`src/rtl/top_memoryaccess_if.sv`:
```
// ---------------------------------------------------------------------------
// top_memoryaccess_if
// Data-bus bundle between the memory-access stage and the data memory.
//   master : memory-access stage (drives request, write enable, address,
//            lane-steered write data and byte strobes; receives ack/rdata)
//   slave  : data memory / bus fabric
// Signals:
//   dbus_req    request, held until acknowledged
//   dbus_we     1 = store, 0 = load
//   dbus_addr   byte address
//   dbus_wdata  lane-steered store data
//   dbus_wstrb  byte strobes (all zero for loads)
//   dbus_ack    transfer done; dbus_rdata valid in the same cycle
//   dbus_rdata  read data
// ---------------------------------------------------------------------------
interface top_memoryaccess_if #(
    parameter int XLEN = 32
);
    logic              dbus_req;
    logic              dbus_we;
    logic [XLEN-1:0]   dbus_addr;
    logic [XLEN-1:0]   dbus_wdata;
    logic [XLEN/8-1:0] dbus_wstrb;
    logic              dbus_ack;
    logic [XLEN-1:0]   dbus_rdata;

    modport master (
        output dbus_req, dbus_we, dbus_addr, dbus_wdata, dbus_wstrb,
        input  dbus_ack, dbus_rdata
    );

    modport slave (
        input  dbus_req, dbus_we, dbus_addr, dbus_wdata, dbus_wstrb,
        output dbus_ack, dbus_rdata
    );
endinterface

```
`src/rtl/top_memoryaccess.sv`:
```
// ---------------------------------------------------------------------------
// top_memoryaccess
// Memory-access pipeline stage. Takes the execute->memory latch (*_em),
// performs loads/stores over the data bus (req/ack), steers store bytes onto
// their lanes, extends load data, and latches results for writeback (*_mw).
// The core state machine is stalled while a bus transfer is outstanding.
//
// Ports:
//   clk, rst_n            clock, asynchronous active-low reset
//   phase_memoryaccess    memory phase from the state machine
//   *_em                  execute->memory latch contents
//   dbus                  data-bus interface (master modport)
//   *_mw                  memory->writeback latch contents
//   mem_rdata_mw          extended load data (0 for non-loads)
//   mem_fault_mw          misaligned or timed-out access
//   stall_memoryaccess    stall request (combinational)
//
// Decoded-op field positions are parameters so they can be matched to the
// core's op encoding. Only XLEN = 32 is supported.
//
// Optional feature macro: MEMACC_TIMEOUT_EN
//   defined   : 8-bit bus watchdog; after TIMEOUT_CYCLES BUSY cycles without
//               ack the transfer is abandoned and reported as a fault.
//   undefined : BUSY waits for ack indefinitely.
// ---------------------------------------------------------------------------
module top_memoryaccess #(
    parameter int XLEN             = 32,
    parameter int OPLEN            = 8,
    parameter int MEM_LOAD_BIT     = 0,
    parameter int MEM_STORE_BIT    = 1,
    parameter int MEM_SIZE_LSB     = 2,
    parameter int MEM_UNSIGNED_BIT = 4,
    parameter int TIMEOUT_CYCLES   = 255
) (
    input  logic               clk,
    input  logic               rst_n,
    input  logic               phase_memoryaccess,
    input  logic [OPLEN-1:0]   decoded_op_em,
    input  logic [XLEN-1:0]    rs2data_em,
    input  logic               jump_state_em,
    input  logic [4:0]         rdsel_em,
    input  logic [XLEN-1:0]    next_pc_em,
    input  logic [XLEN-1:0]    alu_out_em,
    top_memoryaccess_if.master dbus,
    output logic [OPLEN-1:0]   decoded_op_mw,
    output logic               jump_state_mw,
    output logic [4:0]         rdsel_mw,
    output logic [XLEN-1:0]    next_pc_mw,
    output logic [XLEN-1:0]    alu_out_mw,
    output logic [XLEN-1:0]    mem_rdata_mw,
    output logic               mem_fault_mw,
    output logic               stall_memoryaccess
);

    if (XLEN != 32) begin : g_bad_xlen
        $error("top_memoryaccess supports XLEN = 32 only");
    end
    if (TIMEOUT_CYCLES < 1 || TIMEOUT_CYCLES > 255) begin : g_bad_timeout
        $error("TIMEOUT_CYCLES must fit the 8-bit watchdog counter");
    end

    typedef enum logic [1:0] {
        ST_IDLE = 2'd0,
        ST_BUSY = 2'd1,
        ST_DONE = 2'd2
    } state_t;

    // Returns {wstrb, wdata}: store data replicated across lanes, strobes
    // shifted to the addressed byte.
    function automatic logic [35:0] store_steer(input logic [1:0]  size,
                                                input logic [1:0]  lane,
                                                input logic [31:0] data);
        logic [35:0] res;
        case (size)
            2'b00:   res = {4'b0001 << lane, {4{data[7:0]}}};
            2'b01:   res = {4'b0011 << lane, {2{data[15:0]}}};
            default: res = {4'b1111, data};
        endcase
        return res;
    endfunction

    // Shift the addressed bytes down, truncate to size, sign/zero extend.
    function automatic logic [31:0] load_extend(input logic [1:0]  size,
                                                input logic        uns,
                                                input logic [1:0]  lane,
                                                input logic [31:0] data);
        logic [31:0] sh;
        logic [31:0] res;
        sh = data >> {lane, 3'b000};
        case (size)
            2'b00:   res = {{24{~uns & sh[7]}}, sh[7:0]};
            2'b01:   res = {{16{~uns & sh[15]}}, sh[15:0]};
            default: res = sh;
        endcase
        return res;
    endfunction

    state_t      state_r, state_nxt_s;
    logic        is_load_s, is_store_s, mem_op_s, misaligned_s;
    logic [1:0]  size_s;
    logic        start_s, finish_s, timeout_s;
    logic        mw_load_s, mw_fault_s;
    logic [31:0] mw_rdata_s;
    logic [35:0] steer_s;
    logic [1:0]  size_r;
    logic        uns_r;
    logic [31:0] rdata_cap_r;
    logic        fault_cap_r;

    assign is_load_s    = decoded_op_em[MEM_LOAD_BIT];
    assign is_store_s   = decoded_op_em[MEM_STORE_BIT];
    assign mem_op_s     = is_load_s | is_store_s;
    assign size_s       = decoded_op_em[MEM_SIZE_LSB +: 2];
    // Size 11 is treated as a word, so bit 1 alone selects word alignment.
    assign misaligned_s = (size_s[1] & (|alu_out_em[1:0])) |
                          ((size_s == 2'b01) & alu_out_em[0]);
    assign steer_s      = store_steer(size_s, alu_out_em[1:0], rs2data_em);
    assign finish_s     = (state_r == ST_BUSY) & (dbus.dbus_ack | timeout_s);

`ifdef MEMACC_TIMEOUT_EN
    localparam logic [7:0] TMO_LIMIT = 8'(TIMEOUT_CYCLES);
    logic [7:0] tmo_cnt_r;

    // Ack in the limit cycle wins: timeout only fires when ack is absent.
    assign timeout_s = (state_r == ST_BUSY) & ~dbus.dbus_ack &
                       ((tmo_cnt_r + 8'd1) == TMO_LIMIT);

    // Watchdog: cleared on entering BUSY, counts BUSY cycles without ack.
    always_ff @(posedge clk or negedge rst_n) begin
        if (!rst_n) begin
            tmo_cnt_r <= 8'd0;
        end else if (start_s) begin
            tmo_cnt_r <= 8'd0;
        end else if ((state_r == ST_BUSY) && !dbus.dbus_ack) begin
            tmo_cnt_r <= tmo_cnt_r + 8'd1;
        end else begin
            tmo_cnt_r <= tmo_cnt_r;
        end
    end
`else
    assign timeout_s = 1'b0;
`endif

    // FSM state register.
    always_ff @(posedge clk or negedge rst_n) begin
        if (!rst_n) begin
            state_r <= ST_IDLE;
        end else begin
            state_r <= state_nxt_s;
        end
    end

    // Next state, stall, bus start and writeback-latch enable/data.
    always_comb begin
        state_nxt_s = state_r;
        start_s     = 1'b0;
        stall_memoryaccess = 1'b0;
        mw_load_s   = 1'b0;
        mw_rdata_s  = 32'd0;
        mw_fault_s  = 1'b0;
        case (state_r)
            ST_IDLE: begin
                if (phase_memoryaccess && mem_op_s && !misaligned_s) begin
                    start_s            = 1'b1;
                    stall_memoryaccess = 1'b1;
                    state_nxt_s        = ST_BUSY;
                end else if (phase_memoryaccess) begin
                    // Non-memory op or misaligned access: no bus, latch now.
                    mw_load_s  = 1'b1;
                    mw_fault_s = mem_op_s;
                end else begin
                    state_nxt_s = ST_IDLE;
                end
            end
            ST_BUSY: begin
                stall_memoryaccess = 1'b1;
                if (finish_s) begin
                    state_nxt_s = ST_DONE;
                end else begin
                    state_nxt_s = ST_BUSY;
                end
            end
            ST_DONE: begin
                mw_load_s   = 1'b1;
                mw_rdata_s  = rdata_cap_r;
                mw_fault_s  = fault_cap_r;
                state_nxt_s = ST_IDLE;
            end
            default: begin
                state_nxt_s = ST_IDLE;
            end
        endcase
    end

    // Bus outputs: loaded on start, held through BUSY, req dropped on finish.
    always_ff @(posedge clk or negedge rst_n) begin
        if (!rst_n) begin
            dbus.dbus_req   <= 1'b0;
            dbus.dbus_we    <= 1'b0;
            dbus.dbus_addr  <= '0;
            dbus.dbus_wdata <= '0;
            dbus.dbus_wstrb <= '0;
            size_r          <= 2'b00;
            uns_r           <= 1'b0;
        end else if (start_s) begin
            dbus.dbus_req   <= 1'b1;
            dbus.dbus_we    <= is_store_s;
            dbus.dbus_addr  <= alu_out_em;
            dbus.dbus_wdata <= is_store_s ? steer_s[31:0] : 32'd0;
            dbus.dbus_wstrb <= is_store_s ? steer_s[35:32] : 4'b0000;
            size_r          <= size_s;
            uns_r           <= decoded_op_em[MEM_UNSIGNED_BIT];
        end else if (finish_s) begin
            dbus.dbus_req   <= 1'b0;
        end else begin
            dbus.dbus_req   <= dbus.dbus_req;
        end
    end

    // Capture extended read data (or the timeout fault) at completion.
    always_ff @(posedge clk or negedge rst_n) begin
        if (!rst_n) begin
            rdata_cap_r <= 32'd0;
            fault_cap_r <= 1'b0;
        end else if (finish_s) begin
            rdata_cap_r <= (dbus.dbus_ack && !dbus.dbus_we) ?
                           load_extend(size_r, uns_r, dbus.dbus_addr[1:0], dbus.dbus_rdata) :
                           32'd0;
            fault_cap_r <= timeout_s;
        end else begin
            rdata_cap_r <= rdata_cap_r;
            fault_cap_r <= fault_cap_r;
        end
    end

    // Memory->writeback latch.
    always_ff @(posedge clk or negedge rst_n) begin
        if (!rst_n) begin
            decoded_op_mw <= '0;
            jump_state_mw <= 1'b0;
            rdsel_mw      <= 5'd0;
            next_pc_mw    <= '0;
            alu_out_mw    <= '0;
            mem_rdata_mw  <= '0;
            mem_fault_mw  <= 1'b0;
        end else if (mw_load_s) begin
            decoded_op_mw <= decoded_op_em;
            jump_state_mw <= jump_state_em;
            rdsel_mw      <= rdsel_em;
            next_pc_mw    <= next_pc_em;
            alu_out_mw    <= alu_out_em;
            mem_rdata_mw  <= mw_rdata_s;
            mem_fault_mw  <= mw_fault_s;
        end else begin
            mem_fault_mw  <= mem_fault_mw;
        end
    end

endmodule
```
`src/flat_wrapper.sv`:
```
// flat-port wrapper written by rule: the top's interface ports become plain ports
module top_memoryaccess_flat 
#(
    parameter int XLEN             = 32,
    parameter int OPLEN            = 8,
    parameter int MEM_LOAD_BIT     = 0,
    parameter int MEM_STORE_BIT    = 1,
    parameter int MEM_SIZE_LSB     = 2,
    parameter int MEM_UNSIGNED_BIT = 4,
    parameter int TIMEOUT_CYCLES   = 255
)
  (clk, rst_n, phase_memoryaccess, decoded_op_em, rs2data_em, jump_state_em, rdsel_em, next_pc_em, alu_out_em, decoded_op_mw, jump_state_mw, rdsel_mw, next_pc_mw, alu_out_mw, mem_rdata_mw, mem_fault_mw, stall_memoryaccess, dbus_dbus_req, dbus_dbus_we, dbus_dbus_addr, dbus_dbus_wdata, dbus_dbus_wstrb, dbus_dbus_ack, dbus_dbus_rdata);
  top_memoryaccess_if #(.XLEN(XLEN)) dbus_i ();
  input  logic clk;
  input  logic rst_n;
  input  logic phase_memoryaccess;
  input  logic [OPLEN-1:0] decoded_op_em;
  input  logic [XLEN-1:0] rs2data_em;
  input  logic jump_state_em;
  input  logic [4:0] rdsel_em;
  input  logic [XLEN-1:0] next_pc_em;
  input  logic [XLEN-1:0] alu_out_em;
  output logic [OPLEN-1:0] decoded_op_mw;
  output logic jump_state_mw;
  output logic [4:0] rdsel_mw;
  output logic [XLEN-1:0] next_pc_mw;
  output logic [XLEN-1:0] alu_out_mw;
  output logic [XLEN-1:0] mem_rdata_mw;
  output logic mem_fault_mw;
  output logic stall_memoryaccess;
  output wire logic [$bits(dbus_i.dbus_req)-1:0] dbus_dbus_req;
  output wire logic [$bits(dbus_i.dbus_we)-1:0] dbus_dbus_we;
  output wire logic [$bits(dbus_i.dbus_addr)-1:0] dbus_dbus_addr;
  output wire logic [$bits(dbus_i.dbus_wdata)-1:0] dbus_dbus_wdata;
  output wire logic [$bits(dbus_i.dbus_wstrb)-1:0] dbus_dbus_wstrb;
  input wire logic [$bits(dbus_i.dbus_ack)-1:0] dbus_dbus_ack;
  input wire logic [$bits(dbus_i.dbus_rdata)-1:0] dbus_dbus_rdata;
  assign dbus_dbus_req = dbus_i.dbus_req;
  assign dbus_dbus_we = dbus_i.dbus_we;
  assign dbus_dbus_addr = dbus_i.dbus_addr;
  assign dbus_dbus_wdata = dbus_i.dbus_wdata;
  assign dbus_dbus_wstrb = dbus_i.dbus_wstrb;
  assign dbus_i.dbus_ack = dbus_dbus_ack;
  assign dbus_i.dbus_rdata = dbus_dbus_rdata;
  top_memoryaccess #(.XLEN(XLEN), .OPLEN(OPLEN), .MEM_LOAD_BIT(MEM_LOAD_BIT), .MEM_STORE_BIT(MEM_STORE_BIT), .MEM_SIZE_LSB(MEM_SIZE_LSB), .MEM_UNSIGNED_BIT(MEM_UNSIGNED_BIT), .TIMEOUT_CYCLES(TIMEOUT_CYCLES)) u_core (.clk(clk), .rst_n(rst_n), .phase_memoryaccess(phase_memoryaccess), .decoded_op_em(decoded_op_em), .rs2data_em(rs2data_em), .jump_state_em(jump_state_em), .rdsel_em(rdsel_em), .next_pc_em(next_pc_em), .alu_out_em(alu_out_em), .dbus(dbus_i), .decoded_op_mw(decoded_op_mw), .jump_state_mw(jump_state_mw), .rdsel_mw(rdsel_mw), .next_pc_mw(next_pc_mw), .alu_out_mw(alu_out_mw), .mem_rdata_mw(mem_rdata_mw), .mem_fault_mw(mem_fault_mw), .stall_memoryaccess(stall_memoryaccess));
endmodule
```
`config.mk`:
```
export PLATFORM = sky130hd
export DESIGN_NAME = top_memoryaccess_flat
export DESIGN_NICKNAME = d
export VERILOG_FILES = /design/src/rtl/top_memoryaccess_if.sv /design/src/rtl/top_memoryaccess.sv /design/src/flat_wrapper.sv
export SDC_FILE = /design/constraint.sdc
export NUM_CORES = 1
export LEC_CHECK = 0
export CORE_MARGIN = 5
export CORE_UTILIZATION = 30
export DETAILED_ROUTE_END_ITERATION = 7
export GPL_ROUTABILITY_DRIVEN = 0
export SLEW_MARGIN = 20
export SYNTH_ARGS = -nofsm -noshare
export SYNTH_HDL_FRONTEND = slang
export SYNTH_SLANG_ARGS = --single-unit
export TNS_END_PERCENT = 30
```
`constraint.sdc`:
```
create_clock -name clk -period 2.2 [get_ports clk]
set_input_delay 0.44 -clock clk [delete_from_list [all_inputs] [get_ports clk]]
set_output_delay 0.44 -clock clk [all_outputs]
set_load 0.03 [all_outputs]
```
==> out/qor.csv, run 1 <==
metric;value;unit
cts_resized;2;
antenna_found_initial;0;
finalSetupViolCount;0;
met3WireLength;2950;um
fin_cells;1540;
grtUsageMet2;0.255;
p_leak;6.50;nW
mux_area_frac;0.173;
holdBufCountCts;1;
status;finished, final reports clean;
yosys_most_used_dff;dfrtp_1;
min_path_cells;2;
syn_to_final_growth;50.6;%
dp.cells;1491;
dp_hpwl;21800;um
postSynth.asyncResetShare;1.00;
final_cell_mix;clkdlybuf4s50_1 (321), dfrtp_1 (218), nand2_1 (187), mux2_4 (60), o21ai_0 (42);
synthCells;776;
hold_path.class;reg -> reg;
logic_family;multiplexers;
crit_slowest_cell;clkdlybuf4s50_1;
timing.fmax;0.463;GHz
yosysSeqAreaShare;0.575;
numSynthFlops;218;
synthAoiAreaFrac;0.102;
cts_tree;done;
clockBufferDepth;3;
synth-simple-area-share;0.106;
sequentialPowerShare;0.350;
reg2reg_slack;0.31;ns
p_comb_frac;0.377;
port_buffers;327;
r2r-start;u_core.dbus.dbus_addr[1];
cp-end-kind;output pin;
critPathMaxFanout;2;
pg_clk;0.00458;W
sw_frac_of_total;0.344;
cts-buffers-inserted;26;
grt_max_degree;76;
==> run 1: per-stage QoR <==
| stage | setup slack, ns | area, um2 | hold WS, ns |
|---|---|---|---|
| after floorplan | 0.244 | 9490 | 0.144 |
| after global placement | -0.311 | 13300 | 0.444 |
| after detailed placement | -0.355 | 13300 | 0.449 |
| after CTS | 0.0321 | 14300 | 0.447 |
| after global routing | -0.0481 | 14300 | 0.469 |
| final | 0.0390 | 14300 | 0.470 |
==> run 1: cell type report <==
class	instances	area, um2
clock buffer	42	832
timing repair buffer	374	3760
fill	2910	17100
tap	402	503
sequential	218	5460
inverter	2	7.51
clock inverter	6	105
multi-input combinational	496	3630
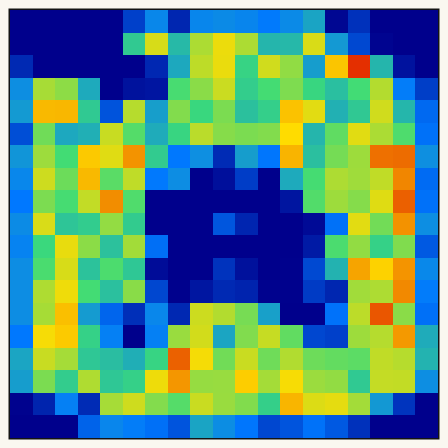
(run_1/cell_density.png)
19 x 19 tiles, from dark blue (low) to red (high), 0 to 100% covered.
17% of the tiles are nearly empty. The mean over all tiles is 39%. The emptiest ninth of the die: middle.
Layout Utilization: 0.455
Core Region: 31400 um2

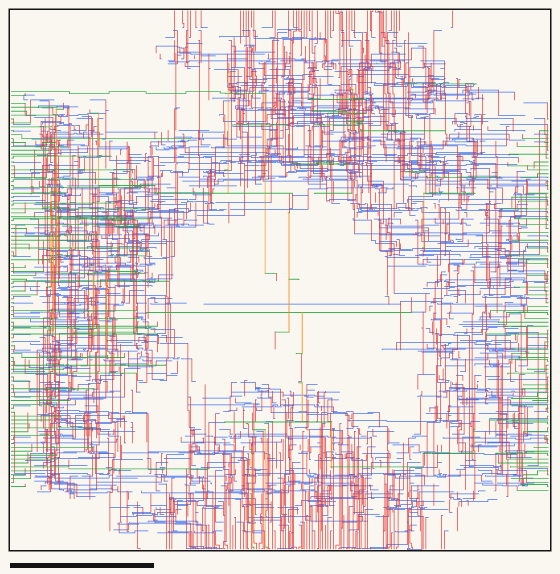
(run_1/wires.png)
Scale bar: 50 um.
Key: blue = metal 1 [wire length 12700 um]; red = metal 2 [wire length 13500 um]; orange = metal 4 [wire length 508 um]; green = metal 3 [wire length 2950 um]

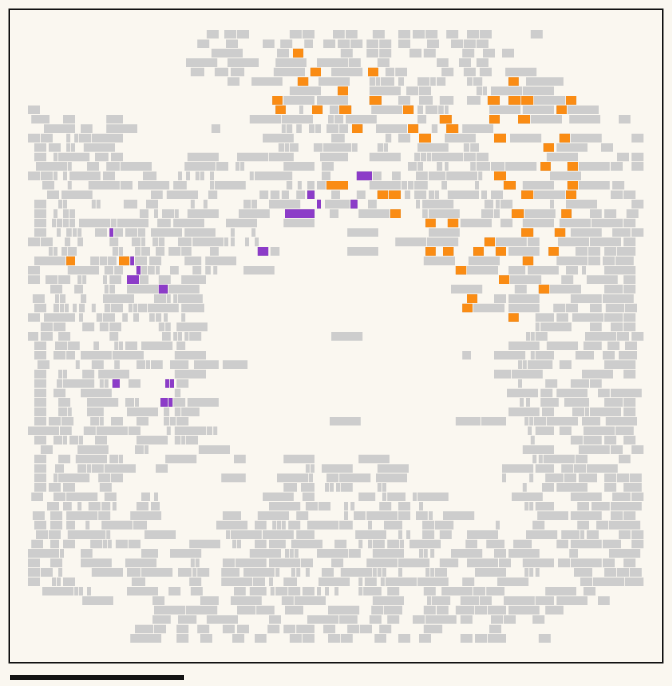
(run_1/logic_types.png)
Scale bar: 50 um.
Key: purple = nor cells [cells 16, most used nor2_1]; orange = non-inverting ao/oa cells [cells 59, most used a22o_1]
Comb/total area: 0.254
most frequent logic cell in the layout: clkdlybuf4s50_1

==> run 2, diff against run 1 <==
Clock period 2.2 ns to 2 ns, I/O delays scaled along.
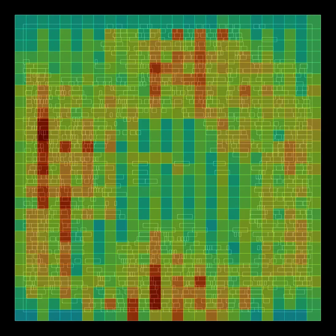
(run_2/congestion.png)
drt wl/cell: 19.4 um
grt met2 use: 0.256
GRT Total Usage: 0.163
met1 usage: 0.216

==> run 2 against run 1 <==
Final cell count decreased by 0.13%. Sequential power grew 9.7%. Sequential share of layout area up 0.13 points. Clock skew decreased by 0.0042 ns.
==> out/qor.csv, run 2 <==
metric;value;unit;change
nWellTaps;402;;unchanged
logic_family;multiplexers;;unchanged
hold_path.class;in -> reg;;was reg -> reg
p_leak;7.35;nW;was 6.50 nW
antenna_found_initial;0;;unchanged
crit_arrival;1.56;ns;was 1.72 ns
ir_drop;0.561;mV;was 0.499 mV
finalPower;0.0180;W;was 0.0168 W
grt_max_degree;76;;unchanged
n_clock_buffer;39;;was 42
dp_hpwl;21500;um;was 21800 um
startpoint_type;flip-flop;;was input port
finalSetupViolCount;0;;unchanged
synth.avg_cell_area;12.2;um2;unchanged
critPathMaxFanout;2;;unchanged
fin_nets;1263;;was 1264
syn_to_final_growth;50.1;%;was 50.6%
fin_crit;1.96;ns;
layout_top_cell;dfrtp_1;;was clkdlybuf4s50_1
met3WireLength;2640;um;was 2950 um
buffers;373;;was 374
largest_area_cell;dfrtp_1;;unchanged
comb_cells;496;;unchanged
top_cells_by_count;dfrtp_1 (218), nand2_1 (187), mux2_4 (60);;unchanged
worstMarginPinSlew;0.674;ns;was 0.616 ns
final_cell_mix;dfrtp_1 (218), nand2_1 (187), clkdlybuf4s50_1 (182), dlygate4sd2_1 (87), mux2_4 (60);;was clkdlybuf4s50_1 (321), dfrtp_1 (218), nand2_1 (187), mux2_4 (60), o21ai_0 (42)
first_pass_iters;5;;unchanged
sw_frac_of_total;0.355;;was 0.344
hold_viol;0;;unchanged
stdcell_area;14200;um2;was 14300 um2
fin_cells;1538;;was 1540
port_buffers;327;;unchanged
area_leaders;dfrtp_1 (57%), mux2_4 (9.5%), nand2_1 (7.4%);;unchanged
tool_warnings;27;;was 26
pg_seq;0.00646;W;was 0.00589 W
sequentialPowerShare;0.359;;was 0.350
cp-end-kind;output pin;;unchanged
core;31400;um2;unchanged
post_cts_buffers;0;;unchanged
highest_layer;met4;;unchanged
postSynth.asyncResetShare;1.00;;unchanged
p_comb_frac;0.368;;was 0.377
edf_count;0;;unchanged
clockBufferDepth;3;;unchanged
route.met2.wl;13300;um;was 13500 um
crit_slowest_cell;clkdlybuf4s50_1;;unchanged
status;finished, final reports clean;;unchanged
hold_ws;0.232;ns;was 0.470 ns
met1Wirelength;13000;um;was 12700 um
pg_clk;0.00492;W;was 0.00458 W
cts-buffers-inserted;26;;unchanged
fillers;2974;;was 2910
sh_seq_area;0.383;;was 0.382
pwr-share-clk;0.273;;was 0.272
comb_area;3630;um2;unchanged
inv_count;2;;unchanged
cts_tree;done;;unchanged
regArea;5460;um2;unchanged
fin_ws;0.0369;ns;was 0.0390 ns
n_antenna_cell;0;;unchanged
synthCells;776;;unchanged
pre_cts_ws;-0.511;ns;was -0.355 ns
mux_area_frac;0.173;;unchanged
dp.cells;1491;;unchanged
yosys.cell_count.top_type;dfrtp_1;;unchanged
comb_area_share;0.255;;was 0.254
post_dp_cell_area;13300;um2;about the same
synthAoiAreaFrac;0.102;;unchanged
largestClassByArea;registers;;unchanged
numSynthFlops;218;;unchanged
yosysSeqAreaShare;0.575;;unchanged
synth-simple-area-share;0.106;;unchanged
timing.fmax;0.509;GHz;
clockNetworkAreaShare;0.0631;;was 0.0656
final_core_util;0.454;;was 0.455
slew_headroom;0.549;;was 0.588
design.seq.count;218;;unchanged
yosys_most_used_dff;dfrtp_1;;unchanged
buffer_area_frac;0.263;;about the same
postRouteAntennaNets;0;;unchanged
ys_warn_count;0;;unchanged
run 2: cell counts after synthesis:
No cell type changed its count.
run 2: timing repair:
item	CTS	global route
pin swaps	2	2
endpoints found under the setup margin	84	54
hold endpoints to repair	44	0
gates cloned	0	0
resized	89	56
hold buffers	1	0
run 2: worst paths after layout:
path                                              to  cells after the start                       from  slack, ns
setup / recovery                      alu_out_mw[12]                      1      u_core.alu_out_mw[12]       0.04
hold / removal               u_core.decoded_op_mw[0]                      2           decoded_op_em[0]       0.23
setup reg to reg              u_core.rdata_cap_r[13]                      4          u_core.state_r[1]       0.17
hold reg to reg            u_core.dbus.dbus_addr[10]                      2  u_core.dbus.dbus_addr[10]       0.47
max in group asynchronous      u_core.alu_out_mw[16]                      3                      rst_n       0.99
min in group asynchronous  u_core.dbus.dbus_wdata[1]                      2                      rst_n       0.39
No activity file was given, so power comes from the tool's default toggle rates.
